--- src/rtl/mc_ctrl_pkg.sv ---
// mc_ctrl_pkg: shared encodings for the multi-cycle controller.
//   - ALU function codes driven on alu_funct
//   - MIPS opcode / funct constants for the supported subset
//   - 4-bit state enum (also exported on the debug state port)
//   - ALU operand and PC source select constants
package mc_ctrl_pkg;

  // ALU function codes
  localparam logic [5:0] ALU_ADDU = 6'b001001;
  localparam logic [5:0] ALU_SUBU = 6'b001010;
  localparam logic [5:0] ALU_SLL  = 6'b100001;
  localparam logic [5:0] ALU_SLLV = 6'b110101;
  localparam logic [5:0] ALU_SLTI = 6'b101010;

  // Opcodes (instr[31:26])
  localparam logic [5:0] OP_RTYPE = 6'b000000;
  localparam logic [5:0] OP_SLTI  = 6'b001010;
  localparam logic [5:0] OP_LW    = 6'b100011;
  localparam logic [5:0] OP_SW    = 6'b101011;
  localparam logic [5:0] OP_BEQ   = 6'b000100;
  localparam logic [5:0] OP_J     = 6'b000010;

  // R-type funct codes (instr[5:0])
  localparam logic [5:0] FN_ADDU = 6'b100001;
  localparam logic [5:0] FN_SUBU = 6'b100011;
  localparam logic [5:0] FN_SLL  = 6'b000000;
  localparam logic [5:0] FN_SLLV = 6'b000100;

  // ALU operand A selects
  localparam logic [1:0] SRC_A_PC = 2'b00;
  localparam logic [1:0] SRC_A_A  = 2'b01;
  localparam logic [1:0] SRC_A_B  = 2'b10;

  // ALU operand B selects
  localparam logic [2:0] SRC_B_B       = 3'b000;
  localparam logic [2:0] SRC_B_FOUR    = 3'b001;
  localparam logic [2:0] SRC_B_IMM     = 3'b010;
  localparam logic [2:0] SRC_B_IMM_SH2 = 3'b011;
  localparam logic [2:0] SRC_B_A       = 3'b100;

  // PC source selects
  localparam logic [1:0] PC_SRC_ALU    = 2'b00;
  localparam logic [1:0] PC_SRC_ALUOUT = 2'b01;
  localparam logic [1:0] PC_SRC_JUMP   = 2'b10;

  typedef enum logic [3:0] {
    ST_FETCH    = 4'd0,
    ST_DECODE   = 4'd1,
    ST_MEM_ADDR = 4'd2,
    ST_MEM_RD   = 4'd3,
    ST_MEM_WB   = 4'd4,
    ST_MEM_WR   = 4'd5,
    ST_R_EXEC   = 4'd6,
    ST_R_WB     = 4'd7,
    ST_BRANCH   = 4'd8,
    ST_JUMP     = 4'd9,
    ST_I_EXEC   = 4'd10,
    ST_I_WB     = 4'd11,
    ST_HALT     = 4'd12
  } state_e;

  // True for the R-type funct codes the datapath can execute.
  function automatic logic is_supported_funct(input logic [5:0] funct);
    logic ok;
    case (funct)
      FN_ADDU, FN_SUBU, FN_SLL, FN_SLLV: ok = 1'b1;
      default:                           ok = 1'b0;
    endcase
    return ok;
  endfunction

endpackage

--- src/rtl/mc_alu_decode.sv ---
// mc_alu_decode: combinational ALU control for the multi-cycle controller.
// Ports:
//   state_i     - current controller state
//   funct_i     - instr[5:0], selects the R-type operation in R_EXEC
//   alu_funct_o - 6-bit ALU function code (ADDU when the state does not care)
//   alu_src_a_o - operand A select
//   alu_src_b_o - operand B select
module mc_alu_decode
  import mc_ctrl_pkg::*;
(
  input  state_e     state_i,
  input  logic [5:0] funct_i,
  output logic [5:0] alu_funct_o,
  output logic [1:0] alu_src_a_o,
  output logic [2:0] alu_src_b_o
);

  // ALU code and operand selects per state
  always_comb begin
    alu_funct_o = ALU_ADDU;
    alu_src_a_o = SRC_A_PC;
    alu_src_b_o = SRC_B_B;
    case (state_i)
      ST_FETCH: begin
        alu_src_b_o = SRC_B_FOUR;
      end
      ST_DECODE: begin
        // Branch target precomputed into ALUOut
        alu_src_b_o = SRC_B_IMM_SH2;
      end
      ST_MEM_ADDR: begin
        alu_src_a_o = SRC_A_A;
        alu_src_b_o = SRC_B_IMM;
      end
      ST_I_EXEC: begin
        alu_funct_o = ALU_SLTI;
        alu_src_a_o = SRC_A_A;
        alu_src_b_o = SRC_B_IMM;
      end
      ST_BRANCH: begin
        alu_funct_o = ALU_SUBU;
        alu_src_a_o = SRC_A_A;
      end
      ST_R_EXEC: begin
        case (funct_i)
          FN_ADDU: begin
            alu_src_a_o = SRC_A_A;
          end
          FN_SUBU: begin
            alu_funct_o = ALU_SUBU;
            alu_src_a_o = SRC_A_A;
          end
          FN_SLL: begin
            // Shift amount comes from the shamt field inside the ALU
            alu_funct_o = ALU_SLL;
            alu_src_a_o = SRC_A_B;
          end
          FN_SLLV: begin
            alu_funct_o = ALU_SLLV;
            alu_src_a_o = SRC_A_B;
            alu_src_b_o = SRC_B_A;
          end
          default: begin
            alu_funct_o = ALU_ADDU;
          end
        endcase
      end
      default: begin
        alu_funct_o = ALU_ADDU;
      end
    endcase
  end

endmodule

--- src/rtl/mc_control.sv ---
// mc_control: multi-cycle controller for the MIPS subset
// addu, subu, sll, sllv, slti, lw, sw, beq, j.
// Ports:
//   clk, rst_n         - clock, asynchronous active-low reset
//   instr              - instruction register contents (not latched here)
//   mem_ready          - memory handshake for FETCH / MEM_RD / MEM_WR
//   alu_funct, alu_src_a, alu_src_b, pc_source - datapath controls
//   pc_write ... reg_write - datapath strobes and selects
//   instr_done         - pulse in the last cycle of each instruction
//   halted             - high in HALT (sticky until reset)
//   state              - current state for debug
// All outputs are forced to 0 while rst_n is low, without waiting for a clock.
module mc_control
  import mc_ctrl_pkg::*;
(
  input  logic        clk,
  input  logic        rst_n,
  input  logic [31:0] instr,
  input  logic        mem_ready,
  output logic [5:0]  alu_funct,
  output logic [1:0]  alu_src_a,
  output logic [2:0]  alu_src_b,
  output logic [1:0]  pc_source,
  output logic        pc_write,
  output logic        pc_write_cond,
  output logic        i_or_d,
  output logic        mem_read,
  output logic        mem_write,
  output logic        ir_write,
  output logic        reg_dst,
  output logic        mem_to_reg,
  output logic        reg_write,
  output logic        instr_done,
  output logic        halted,
  output logic [3:0]  state
);

  state_e     state_q, state_d;
  logic [5:0] opcode_s;
  logic [5:0] funct_s;
  logic       unused_instr_s;

  logic [5:0] alu_funct_s;
  logic [1:0] alu_src_a_s;
  logic [2:0] alu_src_b_s;
  logic [1:0] pc_source_s;
  logic       pc_write_s, pc_write_cond_s, i_or_d_s, mem_read_s, mem_write_s;
  logic       ir_write_s, reg_dst_s, mem_to_reg_s, reg_write_s;
  logic       instr_done_s, halted_s;

  assign opcode_s       = instr[31:26];
  assign funct_s        = instr[5:0];
  assign unused_instr_s = ^instr[25:6];

  // Next-state logic
  always_comb begin
    state_d = state_q;
    case (state_q)
      ST_FETCH: begin
        if (mem_ready) begin
          state_d = ST_DECODE;
        end else begin
          state_d = ST_FETCH;
        end
      end
      ST_DECODE: begin
        case (opcode_s)
          OP_RTYPE: begin
            if (is_supported_funct(funct_s)) begin
              state_d = ST_R_EXEC;
            end else begin
              state_d = ST_HALT;
            end
          end
          OP_SLTI:      state_d = ST_I_EXEC;
          OP_LW, OP_SW: state_d = ST_MEM_ADDR;
          OP_BEQ:       state_d = ST_BRANCH;
          OP_J:         state_d = ST_JUMP;
          default:      state_d = ST_HALT;
        endcase
      end
      ST_MEM_ADDR: begin
        // Only lw and sw reach here, so anything not lw is sw
        if (opcode_s == OP_LW) begin
          state_d = ST_MEM_RD;
        end else begin
          state_d = ST_MEM_WR;
        end
      end
      ST_MEM_RD: begin
        if (mem_ready) begin
          state_d = ST_MEM_WB;
        end else begin
          state_d = ST_MEM_RD;
        end
      end
      ST_MEM_WR: begin
        if (mem_ready) begin
          state_d = ST_FETCH;
        end else begin
          state_d = ST_MEM_WR;
        end
      end
      ST_R_EXEC: state_d = ST_R_WB;
      ST_I_EXEC: state_d = ST_I_WB;
      ST_MEM_WB, ST_R_WB, ST_I_WB, ST_BRANCH, ST_JUMP: state_d = ST_FETCH;
      ST_HALT:   state_d = ST_HALT;
      default:   state_d = ST_HALT;
    endcase
  end

  // State register
  always_ff @(posedge clk or negedge rst_n) begin
    if (!rst_n) begin
      state_q <= ST_FETCH;
    end else begin
      state_q <= state_d;
    end
  end

  mc_alu_decode u_alu_decode (
    .state_i     (state_q),
    .funct_i     (funct_s),
    .alu_funct_o (alu_funct_s),
    .alu_src_a_o (alu_src_a_s),
    .alu_src_b_o (alu_src_b_s)
  );

  // Strobe decode; mem_ready gates only the FETCH IR/PC update and the sw completion
  always_comb begin
    pc_source_s     = PC_SRC_ALU;
    pc_write_s      = 1'b0;
    pc_write_cond_s = 1'b0;
    i_or_d_s        = 1'b0;
    mem_read_s      = 1'b0;
    mem_write_s     = 1'b0;
    ir_write_s      = 1'b0;
    reg_dst_s       = 1'b0;
    mem_to_reg_s    = 1'b0;
    reg_write_s     = 1'b0;
    instr_done_s    = 1'b0;
    halted_s        = 1'b0;
    case (state_q)
      ST_FETCH: begin
        mem_read_s = 1'b1;
        if (mem_ready) begin
          ir_write_s = 1'b1;
          pc_write_s = 1'b1;
        end else begin
          ir_write_s = 1'b0;
          pc_write_s = 1'b0;
        end
      end
      ST_MEM_RD: begin
        i_or_d_s   = 1'b1;
        mem_read_s = 1'b1;
      end
      ST_MEM_WB: begin
        reg_write_s  = 1'b1;
        mem_to_reg_s = 1'b1;
        instr_done_s = 1'b1;
      end
      ST_MEM_WR: begin
        i_or_d_s     = 1'b1;
        mem_write_s  = 1'b1;
        instr_done_s = mem_ready;
      end
      ST_R_WB: begin
        reg_write_s  = 1'b1;
        reg_dst_s    = 1'b1;
        instr_done_s = 1'b1;
      end
      ST_I_WB: begin
        reg_write_s  = 1'b1;
        instr_done_s = 1'b1;
      end
      ST_BRANCH: begin
        pc_write_cond_s = 1'b1;
        pc_source_s     = PC_SRC_ALUOUT;
        instr_done_s    = 1'b1;
      end
      ST_JUMP: begin
        pc_write_s   = 1'b1;
        pc_source_s  = PC_SRC_JUMP;
        instr_done_s = 1'b1;
      end
      ST_HALT: begin
        halted_s = 1'b1;
      end
      default: begin
        halted_s = 1'b0;
      end
    endcase
  end

  // Reset clears every output immediately, even though state alone would decode as FETCH
  assign alu_funct     = {6{rst_n}} & alu_funct_s;
  assign alu_src_a     = {2{rst_n}} & alu_src_a_s;
  assign alu_src_b     = {3{rst_n}} & alu_src_b_s;
  assign pc_source     = {2{rst_n}} & pc_source_s;
  assign pc_write      = rst_n & pc_write_s;
  assign pc_write_cond = rst_n & pc_write_cond_s;
  assign i_or_d        = rst_n & i_or_d_s;
  assign mem_read      = rst_n & mem_read_s;
  assign mem_write     = rst_n & mem_write_s;
  assign ir_write      = rst_n & ir_write_s;
  assign reg_dst       = rst_n & reg_dst_s;
  assign mem_to_reg    = rst_n & mem_to_reg_s;
  assign reg_write     = rst_n & reg_write_s;
  assign instr_done    = rst_n & instr_done_s;
  assign halted        = rst_n & halted_s;
  assign state         = state_q;

endmodule
--- config.mk ---
export PLATFORM = sky130hd
export DESIGN_NAME = mc_control
export DESIGN_NICKNAME = d
export VERILOG_FILES = /design/src/rtl/mc_ctrl_pkg.sv /design/src/rtl/mc_alu_decode.sv /design/src/rtl/mc_control.sv
export SDC_FILE = /design/constraint.sdc
export NUM_CORES = 1
export LEC_CHECK = 0
export CORE_MARGIN = 3
export CORE_UTILIZATION = 25
export DETAILED_ROUTE_END_ITERATION = 16
export PLACE_DENSITY = 0.72
export SYNTH_ARGS = -nofsm -noshare
export SYNTH_HDL_FRONTEND = slang
export SYNTH_HIERARCHICAL = 1
export SYNTH_SLANG_ARGS = --single-unit
--- constraint.sdc ---
create_clock -name clk -period 4.4 [get_ports clk]
set_input_delay 0.88 -clock clk [delete_from_list [all_inputs] [get_ports clk]]
set_output_delay 0.88 -clock clk [all_outputs]
set_load 0.01 [all_outputs]
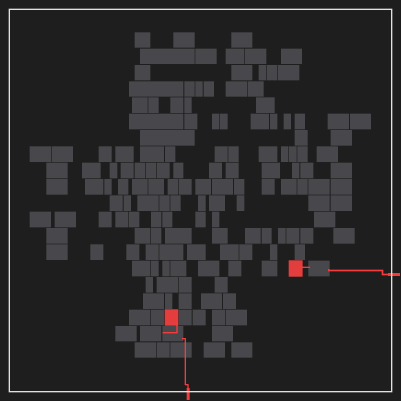
**Above:** run 1 (wires at chosen ports, followed through buffers).
Drawn at 6 px/µm.
Red is `alu_src_a`, direction output, edge 1 right, 1 bottom, end cells 2, wire 25.4 µm.
IO Count: 63
Port Buffers: 42

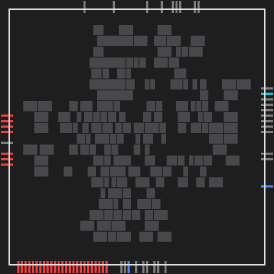
**Above:** run 1 (ports around the boundary).
Drawn at 4 px/µm. Pins as bars across the die edge, other pins in grey.
Red is `instr`, pins 32, direction input, edge 25 bottom, 7 left. Cyan is `mem_to_reg`, pins 1, direction output, edge right. Blue is `alu_src_a`, pins 2, direction output, edge 1 right, 1 bottom.
All pins by edge: 34 bottom, 12 right, 9 top, 8 left.
Die H: 63.5 µm
die width: 63.5 µm

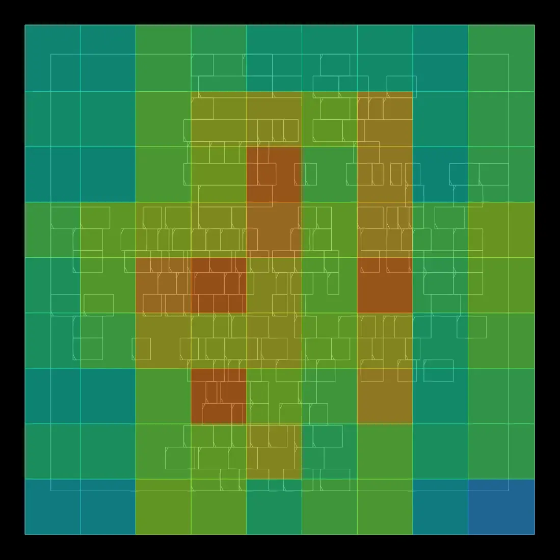
**Above:** run 1 (routing congestion).
Final Core Density: 40.0%
met3 Use GR: 0.891%
WL per Instance: 11.8 µm
All-Layer GR Usage: 12.0%

==> qor.txt, run 1 <==
Status = finished, final reports clean
Hold crit path type = flop to flop
Max-cap violations = 0
Placed instance count = 196
End of the critical path = pc_write
CTS H-tree lvls = 1
Worst-path cell chain = clkdlybuf4s50_1 -> and4_1 -> or2_2 -> clkdlybuf4s50_1
Longest Clk Path Bufs = 2
Sequential power = 0.138 mW
Most used routing layer = met2
Post-synthesis net count = 155
Worst Setup Path Type = input port to output port
Met1 GRT Util = 16.0%
Xor/xnor share = 2.12%
IR drop worst, VDD = 0.132 mV
Critical Path RT = 3.52 ns
Num CTS Buffers = 3
Comb group = 0.315 mW
Place WS = 0.707 ns
Highest-power group = combinational logic
Yosys top cell by area = dfrtp_1
Grt total ovfl = 0
Post-route ant nets = 0
Met2 wire length = 1140 µm
Post-synthesis sequential area ratio = 12.1%
Synth cell types = 42
Crit path max fanout = 23
Hold path start = state[1]
Area reported by Yosys stat = 826 µm²
Final std cells w/o fill = 199
Hold_buf cts = 0
Ys cells = 120
Final setup fails = 0
OpenROAD warning count = 46
Met2 Use GR = 21.0%
Syn Std Cell Area = 826 µm²
Unrepaired setup endpoints after global routing = false
Switching Power = 0.230 mW
Worst setup SP type = input port
Final instance area = 1240 µm²
Pint = 0.265 mW
Async SR Flop Fraction = 100%
Clock Sinks = 4
Worst path max stage delay = 0.75 ns
Placed inst area = 1220 µm²
CTS clock-pin slew for the worst setup and hold paths = 0.03 ns
Metal-1 WL = 1080 µm
Layout area overhead = 50.3%
Final min period = 3.64 ns
Vias/cell = 4.96
Reg2reg end = state[0]
Compound-gate portion of the synthesized area = 20.5%
## run 1: area by class of cell
cell class / count / area share, %
clock buffers: 3 / 1.81
flip-flops and latches: 4 / 8.06
inverters: 1 / 0.302
repair buffers: 42 / 33.9
well taps: 44 / 4.44
multi-input cells: 105 / 51.5
## run 1: cell usage in the layout, fill, tap and decap left out, drive strengths merged, types with 3 or more instances in the layout
cell	n
a21oi	5
o21ai	6
nand2	9
and2	14
clkbuf	3
nor4	4
nor2b	4
nand3	3
nand2b	4
nor2	12
dfrtp	4
nor3	10
o22ai	3
clkdlybuf4s50	42
## run 1: cell families (layout without fill, tap and decap cells)
kind of cell | count (synthesis) | count (layout)
simple gates | 78 | 78
compound gates | 25 | 25
buf+inv | 11 | 46
flops | 4 | 4
xor+xnor | 2 | 2
==> run 2, diff against run 1 <==
--- a/config.mk
+++ b/config.mk
@@ -8,7 +8,7 @@
 export CORE_MARGIN = 3
 export CORE_UTILIZATION = 25
 export DETAILED_ROUTE_END_ITERATION = 16
-export PLACE_DENSITY = 0.72
+export PLACE_DENSITY = 0.74
 export SYNTH_ARGS = -nofsm -noshare
 export SYNTH_HDL_FRONTEND = slang
 export SYNTH_HIERARCHICAL = 1
==> constraint.sdc (replaced) <==
create_clock -name clk -period 3.3 [get_ports clk]
set_input_delay 0.66 -clock clk [delete_from_list [all_inputs] [get_ports clk]]
set_output_delay 0.66 -clock clk [all_outputs]
set_load 0.01 [all_outputs]
==> run 2 against run 1 <==
Setup slack worse by 0.52 ns. Sequential power shrank 7%. Flip-flop count did not move. Worst hold slack got worse by 0.18 ns. Largest cell class unchanged. Cell area rose by 1.8%. Synthesized cell count did not move. Synthesized area is the same.
==> qor.txt, run 2 <==
Clock Sinks = 4
Post-synth mux share = 0%
Highest-power group = combinational logic
Reg2reg end = state[0]
Grt total ovfl = 0
Post-route ant nets = 0
IO Count = 63
End of the critical path = alu_funct[2]
CTS H-tree lvls = 1
Sequential power = 0.129 mW
OpenROAD warning count = 46
Critical Path RT = 2.64 ns
Fillcell total = 342
Worst path max stage delay = 0.53 ns
Layout area overhead = 53.0%
Floorplan utilization = 26.6%
Hold_buf cts = 0
Post-synthesis net count = 155
Synth cell types = 42
Max-cap violations = 0
Hold crit path type = input port to asynchronous set/reset pin
Final setup fails = 0
Placed inst area = 1240 µm²
Number of antenna violations at the first check in global routing = 0
Crit path max fanout = 4
Levels on crit path = 6
Xor/xnor share = 2.12%
Unrepaired setup endpoints after global routing = false
Post-synthesis sequential area ratio = 12.1%
Final Core Density = 40.7%
Worst-path cell chain = clkdlybuf4s50_1 -> nor3_1 -> and3_4 -> and2_1 -> and2_1 -> clkdlybuf4s50_1
Top logic cells by instance count in the layout = 42 x clkdlybuf4s50_1, 14 x and2_1, 12 x nor2_1
Ys cells = 120
Compound-gate portion of the synthesized area = 20.5%
Vias/cell = 5.06
Async SR Flop Fraction = 100%
IR drop worst, VDD = 0.177 mV
Final instance area = 1260 µm²
Die width = 63.5 µm
Slew @ Worst Pin = 0.677 ns
Switching Power = 0.319 mW
Comb group = 0.497 mW
Status = finished, final reports clean
Final min period = 3.06 ns
Fin crit share = 92.8%
Detailed-route DRC error count = 0
Die H = 63.5 µm
Place WS = 0.228 ns
Pint = 0.369 mW
Top cell excl fill/tap = clkdlybuf4s50_1
Placed instance count = 199
Area reported by Yosys stat = 826 µm²
Worst setup SP type = input port
First-pass GRT wire length = 4130 µm
Root Buffer Master = clkbuf_4
Main logic family = simple AND/OR/NAND/NOR gates
Num CTS Buffers = 3
Worst Setup Path Type = input port to output port
Port Buffers = 42
## run 2: cell counts after synthesis
Identical to the previous run, type by type.
## run 2: cell type report
| class | instances | share of cell area (%) |
|---|---|---|
| inverters | 1 | 0.297 |
| repair buffers | 45 | 35.0 |
| multi-input cells | 105 | 50.6 |
| flip-flops and latches | 4 | 7.92 |
| clock buffers | 3 | 1.78 |
| well taps | 44 | 4.36 |
## run 2: cells by family (layout without fill, tap and decap cells)
family          Yosys count  in the layout
xor+xnor                  2              2
flops                     4              4
simple gates             78             78
compound gates           25             25
buf+inv                  11             49
## run 2: per-layer routing
metal | global-route usage [%] | vias to the layer above | routed length, µm
met3 | 0.891 | 3 | 140
li1 | - | 521 | -
met1 | 16.7 | 465 | 1100
met5 | 0 | - | 0
met4 | 5.66 | 0 | 27
met2 | 20.2 | 33 | 1180
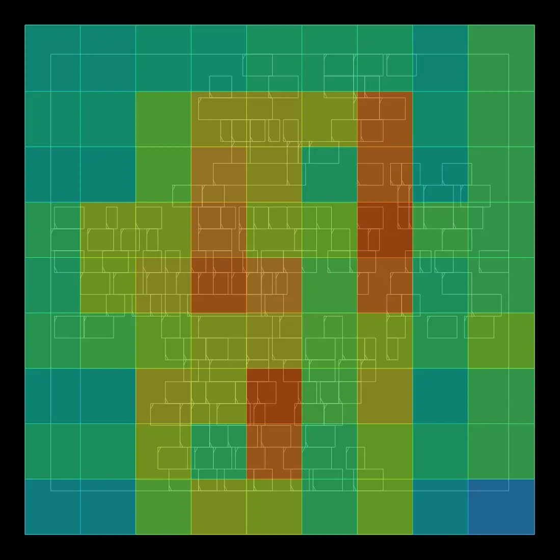
**Above:** run 2 (routing congestion).
most used routing layer: met2
met1 GRT Util: 16.7%

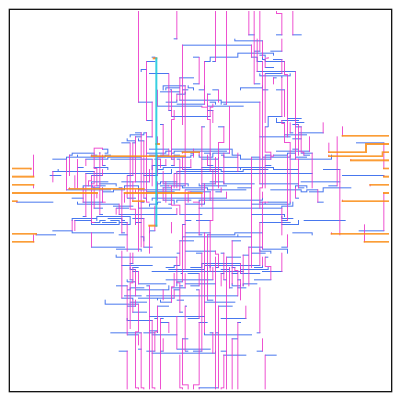
**Above:** run 2 (metal layers overlaid).
Drawn at 6 px/µm.
Blue is metal 1, wire length 1100 µm. Magenta is metal 2, wire length 1190 µm. Cyan is metal 4, wire length 27.9 µm. Orange is metal 3, wire length 141 µm.
WL per Instance: 12.1 µm
via count: 1022
DRT Wirelength: 2450 µm
All-Layer GR Usage: 12.5%

Power is estimated from default activity; no workload was simulated.
